$ cat src/rtl/riscv_pkg.sv
// ============================================================================
// Module      : riscv_pkg
// Description : Shared RV32 front-end definitions: the bubble instruction,
//               the major opcodes seen by the hazard unit, and the fetch FSM
//               state type.
// Revision    : 1.0 - initial release
// ============================================================================
`default_nettype none

package riscv_pkg;

    // addi x0, x0, 0 : the canonical pipeline bubble
    localparam logic [31:0] NOP_INSTR = 32'h0000_0013;

    localparam logic [6:0] OP_LOAD = 7'h03;
    localparam logic [6:0] OP_IMM  = 7'h13;
    localparam logic [6:0] OP_JAL  = 7'h6f;
    localparam logic [6:0] OP_JALR = 7'h67;

    typedef enum logic [1:0] {
        FETCH = 2'd0,
        WAIT  = 2'd1,
        HOLD  = 2'd2
    } fetch_state_t;

endpackage

`default_nettype wire

$ cat src/rtl/if_id_reg.sv
// ============================================================================
// Module      : if_id_reg
// Description : IF/ID pipeline register. Holds PC, instruction and valid bit
//               and exposes the decode fields used by the hazard unit.
//               Priority: flush > load > bubble (write_en) > hold.
// Ports       : clk, rst_n          - clock, synchronous active-low reset
//               flush               - force NOP/valid=0 regardless of write_en
//               load                - capture load_pc/load_instr as valid
//               write_en            - 1 = register may change (bubble when
//                                     nothing is loaded), 0 = hold
//               load_pc, load_instr - incoming instruction and its PC
//               pc, pc4, instr, valid, opcode, rs1, rs2 - register contents
// Revision    : 1.0 - initial release
// ============================================================================
`default_nettype none

module if_id_reg #(
    parameter int              XLEN      = 32,
    parameter logic [XLEN-1:0] RESET_PC  = '0,
    parameter logic [31:0]     NOP_INSTR = 32'h0000_0013
) (
    input  logic            clk,
    input  logic            rst_n,
    input  logic            flush,
    input  logic            load,
    input  logic            write_en,
    input  logic [XLEN-1:0] load_pc,
    input  logic [31:0]     load_instr,
    output logic [XLEN-1:0] pc,
    output logic [XLEN-1:0] pc4,
    output logic [31:0]     instr,
    output logic            valid,
    output logic [6:0]      opcode,
    output logic [4:0]      rs1,
    output logic [4:0]      rs2
);

    logic [XLEN-1:0] r_pc;
    logic [31:0]     r_instr;
    logic            r_valid;

    always_ff @(posedge clk) begin
        if (!rst_n) begin
            r_pc    <= RESET_PC;
            r_instr <= NOP_INSTR;
            r_valid <= 1'b0;
        end else if (flush) begin
            // PC is left as-is; a bubble's PC carries no meaning
            r_instr <= NOP_INSTR;
            r_valid <= 1'b0;
        end else if (load) begin
            r_pc    <= load_pc;
            r_instr <= load_instr;
            r_valid <= 1'b1;
        end else if (write_en) begin
            r_instr <= NOP_INSTR;
            r_valid <= 1'b0;
        end
    end

    assign pc     = r_pc;
    assign pc4    = r_pc + XLEN'(4);
    assign instr  = r_instr;
    assign valid  = r_valid;
    assign opcode = r_instr[6:0];
    assign rs1    = r_instr[19:15];
    assign rs2    = r_instr[24:20];

endmodule

`default_nettype wire

$ cat src/rtl/instruction_fetch_stage.sv
// ============================================================================
// Module      : instruction_fetch_stage
// Description : Fetch stage with IF/ID register. Issues one instruction-memory
//               read at a time over req/ready/rvalid, buffers one returned
//               word while the pipeline is stalled, and handles EX-stage
//               redirects (including dropping a read already in flight).
// Ports       : clk, rst_n                 - clock, sync active-low reset
//               PC_Write, IF_ID_REG_Write  - hazard-unit stall controls
//               branch_taken, branch_target- EX-stage redirect
//               imem_req/addr/ready        - read request channel
//               imem_rvalid/rdata          - read response channel
//               IF_ID_*, OPCODE            - IF/ID register contents
// Revision    : 1.0 - initial release
// ============================================================================
`default_nettype none

module instruction_fetch_stage #(
    parameter int              XLEN      = 32,
    parameter logic [XLEN-1:0] RESET_PC  = '0,
    parameter logic [31:0]     NOP_INSTR = riscv_pkg::NOP_INSTR
) (
    input  logic            clk,
    input  logic            rst_n,
    input  logic            PC_Write,
    input  logic            IF_ID_REG_Write,
    input  logic            branch_taken,
    input  logic [XLEN-1:0] branch_target,
    output logic            imem_req,
    output logic [XLEN-1:0] imem_addr,
    input  logic            imem_ready,
    input  logic            imem_rvalid,
    input  logic [31:0]     imem_rdata,
    output logic [XLEN-1:0] IF_ID_PC,
    output logic [XLEN-1:0] IF_ID_PC4,
    output logic [31:0]     IF_ID_instr,
    output logic            IF_ID_valid,
    output logic [6:0]      OPCODE,
    output logic [4:0]      IF_ID_rs1,
    output logic [4:0]      IF_ID_rs2
);

    import riscv_pkg::*;

    localparam logic [1:0] c_ST_FETCH = FETCH;
    localparam logic [1:0] c_ST_WAIT  = WAIT;
    localparam logic [1:0] c_ST_HOLD  = HOLD;

    logic [1:0]      r_state;
    logic            r_kill;
    logic [XLEN-1:0] r_pc;
    logic [31:0]     r_buf;

    logic            w_advance;
    logic            w_deliver;
    logic [31:0]     w_deliver_instr;
    logic [XLEN-1:0] w_redirect_pc;

    always_comb begin
        w_advance       = PC_Write & IF_ID_REG_Write;
        // A redirect overrides any delivery in the same cycle.
        w_deliver       = 1'b0;
        w_deliver_instr = imem_rdata;
        if (!branch_taken && w_advance) begin
            if (r_state == c_ST_WAIT && imem_rvalid && !r_kill) begin
                w_deliver = 1'b1;
            end else if (r_state == c_ST_HOLD) begin
                w_deliver       = 1'b1;
                w_deliver_instr = r_buf;
            end
        end
        w_redirect_pc = branch_target & ~{{(XLEN-2){1'b0}}, 2'b11};
    end

    always_ff @(posedge clk) begin
        if (!rst_n) begin
            r_pc    <= RESET_PC;
            r_state <= c_ST_FETCH;
            r_kill  <= 1'b0;
            r_buf   <= NOP_INSTR;
        end else if (branch_taken) begin
            r_pc <= w_redirect_pc;
            case (r_state)
                c_ST_FETCH: begin
                    // Request accepted this edge still targets the old path:
                    // its response must be thrown away.
                    if (imem_ready) begin
                        r_state <= c_ST_WAIT;
                        r_kill  <= 1'b1;
                    end
                end
                c_ST_WAIT: begin
                    if (imem_rvalid) begin
                        r_state <= c_ST_FETCH;
                        r_kill  <= 1'b0;
                    end else begin
                        r_kill  <= 1'b1;
                    end
                end
                default: begin
                    r_state <= c_ST_FETCH;
                    r_kill  <= 1'b0;
                end
            endcase
        end else begin
            case (r_state)
                c_ST_FETCH: begin
                    if (imem_ready) begin
                        r_state <= c_ST_WAIT;
                    end
                end
                c_ST_WAIT: begin
                    if (imem_rvalid) begin
                        if (r_kill) begin
                            r_state <= c_ST_FETCH;
                            r_kill  <= 1'b0;
                        end else if (w_advance) begin
                            r_pc    <= r_pc + XLEN'(4);
                            r_state <= c_ST_FETCH;
                        end else begin
                            r_buf   <= imem_rdata;
                            r_state <= c_ST_HOLD;
                        end
                    end
                end
                c_ST_HOLD: begin
                    if (w_advance) begin
                        r_pc    <= r_pc + XLEN'(4);
                        r_state <= c_ST_FETCH;
                    end
                end
                default: begin
                    r_state <= c_ST_FETCH;
                    r_kill  <= 1'b0;
                end
            endcase
        end
    end

    assign imem_req  = (r_state == c_ST_FETCH);
    assign imem_addr = r_pc;

    if_id_reg #(
        .XLEN      (XLEN),
        .RESET_PC  (RESET_PC),
        .NOP_INSTR (NOP_INSTR)
    ) u_if_id_reg (
        .clk        (clk),
        .rst_n      (rst_n),
        .flush      (branch_taken),
        .load       (w_deliver),
        .write_en   (IF_ID_REG_Write),
        .load_pc    (r_pc),
        .load_instr (w_deliver_instr),
        .pc         (IF_ID_PC),
        .pc4        (IF_ID_PC4),
        .instr      (IF_ID_instr),
        .valid      (IF_ID_valid),
        .opcode     (OPCODE),
        .rs1        (IF_ID_rs1),
        .rs2        (IF_ID_rs2)
    );

endmodule

`default_nettype wire

$ cat config.mk
export PLATFORM = sky130hd
export DESIGN_NAME = instruction_fetch_stage
export DESIGN_NICKNAME = d
export VERILOG_FILES = /design/src/rtl/riscv_pkg.sv /design/src/rtl/if_id_reg.sv /design/src/rtl/instruction_fetch_stage.sv
export SDC_FILE = /design/constraint.sdc
export NUM_CORES = 1
export LEC_CHECK = 0
export CAP_MARGIN = 5
export CORE_UTILIZATION = 50
export CTS_BUF_LIST = sky130_fd_sc_hd__clkbuf_16
export CTS_CLUSTER_DIAMETER = 120
export DETAILED_ROUTE_END_ITERATION = 16
export GPL_ROUTABILITY_DRIVEN = 0
export GPL_TIMING_DRIVEN = 0
export PLACE_DENSITY = 0.95
export RECOVER_POWER = 50
export SLEW_MARGIN = 20
export SYNTH_ARGS = -nofsm -noshare
export SYNTH_HDL_FRONTEND = slang
export SYNTH_SLANG_ARGS = --single-unit
export TNS_END_PERCENT = 20
$ cat constraint.sdc
create_clock -name clk -period 5.25 [get_ports clk]
set_input_delay 0.7875 -clock clk [delete_from_list [all_inputs] [get_ports clk]]
set_output_delay 0.7875 -clock clk [all_outputs]
set_load 0.05 [all_outputs]
==> impl_metrics.json <==
{
  "run_status": "finished clean",
  "top_metal_layer_carrying_routed_signals": "met4",
  "finish.net_count": 1163,
  "grt_util_met3": 0.0790,
  "critical_path.max_stage_delay_ns": 0.82,
  "worst_reg_to_reg_path_cell_count": 8,
  "ys_top_cells_by_area": "sky130_fd_sc_hd__dfxtp_1 (38%), sky130_fd_sc_hd__nand2_1 (9.8%), sky130_fd_sc_hd__a21boi_0 (6.4%)",
  "route.detailed.drc": 0,
  "post_synth_instance_area_um2": 6670,
  "power-top-group": "clock",
  "globalRouteMet2Util": 0.532,
  "max_clock_freq_mhz": 257,
  "worstPathBufferInverterCount": 2,
  "total_area_of_sequential_cells_um2": 2560,
  "hold_crit_path_type": "flip-flop to flip-flop",
  "max-slew-margin-rel": 0.306,
  "fillerInstances": 896,
  "top_usage_layer": "met2",
  "crit_path_from": "u_if_id_reg.pc[5]$_SDFFE_PN0P_",
  "grt_pass1_wl_um": 35700,
  "tritoncts_clock_tree": "done",
  "clock_tree.buffer_depth": 2,
  "share_of_layout_cells_above_drive_strength_1": 0.0590,
  "dr.first_iter.drc_count": 834,
  "synth-area-yosys_um2": 6670,
  "final_antenna_net_count": 0,
  "warnings": 28,
  "cts_hold_buf": 0,
  "highest_count_cells_in_the_layout_ignoring_fill_and_taps": "sky130_fd_sc_hd__nand2_1 (175), sky130_fd_sc_hd__dfxtp_1 (128), sky130_fd_sc_hd__clkdlybuf4s50_1 (119)",
  "ys_top_logic_family": "simple AND/OR/NAND/NOR gates",
  "worst_r2r_startpoint": "r_state[0]$_SDFFE_PN0P_",
  "share_comb_of_total_power": 0.116,
  "clk_root_buffer_cell": "sky130_fd_sc_hd__clkbuf_16",
  "worst_hold_startpoint": "u_if_id_reg.instr[7]$_SDFFE_PP0P_",
  "antenna_found_initial": 3,
  "synth_area_per_cell_um2": 7.77,
  "synth.cellmix.simpleShare": 0.253,
  "path_class": "flip-flop to output pin",
  "post_synthesis_cell_type_with_the_largest_combined_area": "sky130_fd_sc_hd__dfxtp_1",
  "worst-slew-pin-transition_ns": 1.03,
  "powerComb_uw": 308,
  "intPower_uw": 1990,
  "critical-path-top-delay-family": "buffers and inverters",
  "wl_um": 22600,
  "pin_count_of_the_biggest_net_entering_global_routing": 17,
  "place_worst_setup_slack_ns": 1.62,
  "postSynth.asyncResetShare": 0,
  "arrival_ns": 3.11,
  "regToRegEndpoint": "u_if_id_reg.pc[13]$_SDFFE_PN0P_",
  "yosys-mux-area-fraction": 0.00806,
  "rsz0062_at_grt": "no",
  "ys_cells": 859,
  "worstSetupEndpointType": "output pin",
  "timing_hold_violations_final": 0,
  "setup-violations-final": 0,
  "numSynthFlops": 128,
  "synth-warning-count": 0,
  "path_max_fanout": 10,
  "num_io_pins": 218,
  "grt_use_met1": 0.372,
  "drt_first_pass_iters": 6,
  "r2r_setup_slack_ns": 2.51,
  "synth_top_flop_cell": "sky130_fd_sc_hd__dfxtp_1",
  "cts_clk_pin_slew_worst_paths_ns": 0.06,
  "final_min_period_over_clock_period": 0.742,
  "most_numerous_logic_cell_after_layout": "sky130_fd_sc_hd__nand2_1",
  "post_cts.repair.setup_buffers": 0,
  "dr_total_vias": 7648,
  "grtUsageTotal": 0.320,
  "ys_seq_frac": 0.384,
  "power-per-cell-area_nw_per_um2": 276,
  "avgRoutedWirePerCell_um": 17.7,
  "yosysTopAreaCellShare": 0.384,
  "ctsResizeCount": 0,
  "worst_clock_skew_ns": 0.00731,
  "crit_path_start_kind": "flip-flop",
  "power.switching_uw": 667,
  "die-height_um": 118,
  "timing.setup.tns_ns": 0,
  "time_the_worst_path_needs_with_i_o_delays_and_setup_ns": 3.90,
  "detailed_route_wire_length_on_metal_1_um": 8590,
  "dieWidth_um": 118,
  "number_of_levels_the_h_tree_was_split_into": 4,
  "slowest_stage": "sky130_fd_sc_hd__clkdlybuf4s50_1",
  "ys_sh_adder": 0.00375,
  "wl_met3_um": 2380,
  "power_frac_seq": 0.389,
  "critical_path.endpoint": "IF_ID_PC4[23]",
  "multi_input_gate_area_um2": 3650,
  "synth.cellmix.compoundShare": 0.234,
  "clk-insertion-delay-late_ns": 0.42,
  "synth.most_common_cell": "sky130_fd_sc_hd__nand2_1",
  "clkSinkCount": 128,
  "xor_area_frac": 0.0446,
  "post-dp-hpwl_um": 16100,
  "cap_violations": 0,
  "die-area_um2": 13800,
  "pg_clk_uw": 1320,
  "vdd_drop_max_uv": 204,
  "first_global_vias": 7255,
  "finalMaxSlewViolations": 0,
  "finalWorstSetupSlack_ns": 1.35,
  "min_path_cells": 2,
  "worst_hold_path.endpoint": "u_if_id_reg.instr[7]$_SDFFE_PP0P_",
  "viasPerCell": 5.99,
  "number_of_standard_cells_after_synthesis": 859,
  "clockPowerShare": 0.495,
  "post_synth_num_cell_types": 55,
  "port_buffers": 207,
  "grt_overflow": 0,
  "crit_chain": "and4_1, nand4_1, clkbuf_1, nor4_1, xor2_1, clkdlybuf4s50_1",
  "area.growth.synth_to_final_pct": 44.3,
  "synthTopCellsByCount": "sky130_fd_sc_hd__nand2_1 (175), sky130_fd_sc_hd__dfxtp_1 (128), sky130_fd_sc_hd__o21ai_0 (63), sky130_fd_sc_hd__a21boi_0 (57), sky130_fd_sc_hd__nand3_1 (54)",
  "edf_count": 0,
  "crit_cells": 6,
  "met2WireLength_um": 10600,
  "power.static_leakage_uw": 0.00356,
  "p_sw_frac": 0.251,
  "critPathRequiredTime_ns": 4.46,
  "placementRows": 41,
  "tritoncts.num_buffers": 17
}
## per-stage QoR
step / power [uW] / std cells / area (um2) / hold WS (ns)
2_1_floorplan: 1220 / 864 / 6690 / 0.428
3_3_place_gp: 1350 / 1243 / 8980 / 0.439
3_5_place_dp: 1350 / 1243 / 8980 / 0.444
4_1_cts: 2650 / 1274 / 9620 / 0.453
5_1_grt: 2720 / 1276 / 9630 / 0.471
6_report: 2660 / 1277 / 9630 / 0.453
## layout make-up
cell class,instances,area share
clock inverters,14,0.0229
repair buffers,207,0.215
flip-flops and latches,128,0.266
well taps,172,0.0223
plain buffers,91,0.0453
clock buffers,17,0.0442
diodes,3,0.000779
multi-input cells,635,0.379
inverters,10,0.00390
### Sequential cells grouped by signal name

The bar under the picture is 20 um long. Other sequential cells in the stronger grey, the rest of the logic in the fainter grey.
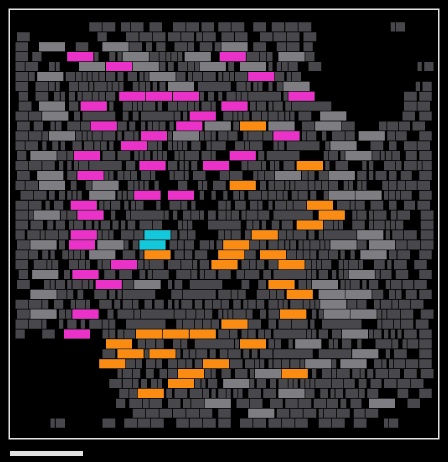
legend:
  magenta:
    name_in_the_netlist: r_buf
    placed_flops: 32
  cyan:
    name_in_the_netlist: r_state
    placed_flops: 2
  orange:
    name_in_the_netlist: imem_addr
    placed_flops: 30
Sequential Power: 1030 uW
Util after Layout: 0.751

### Cell density map

The bar under the picture is 20 um long. 12 x 12 tiles, from dark purple (low) to yellow (high), 0 to 100% covered.
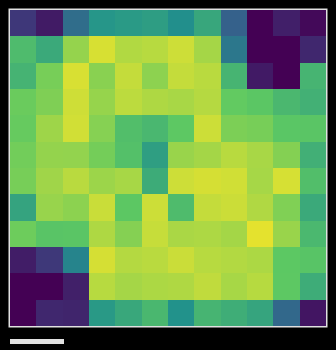
fullest tile: 96%
tiles over 75% full: 55%
mean over tiles: 68%
emptiest ninth of the die: north-east
nearly empty tiles: 4.9%
share of the core filled by cells before placement: 0.520
core area: 12800 um2

Power figures rest on the tool's default switching activity, not on a simulated workload.
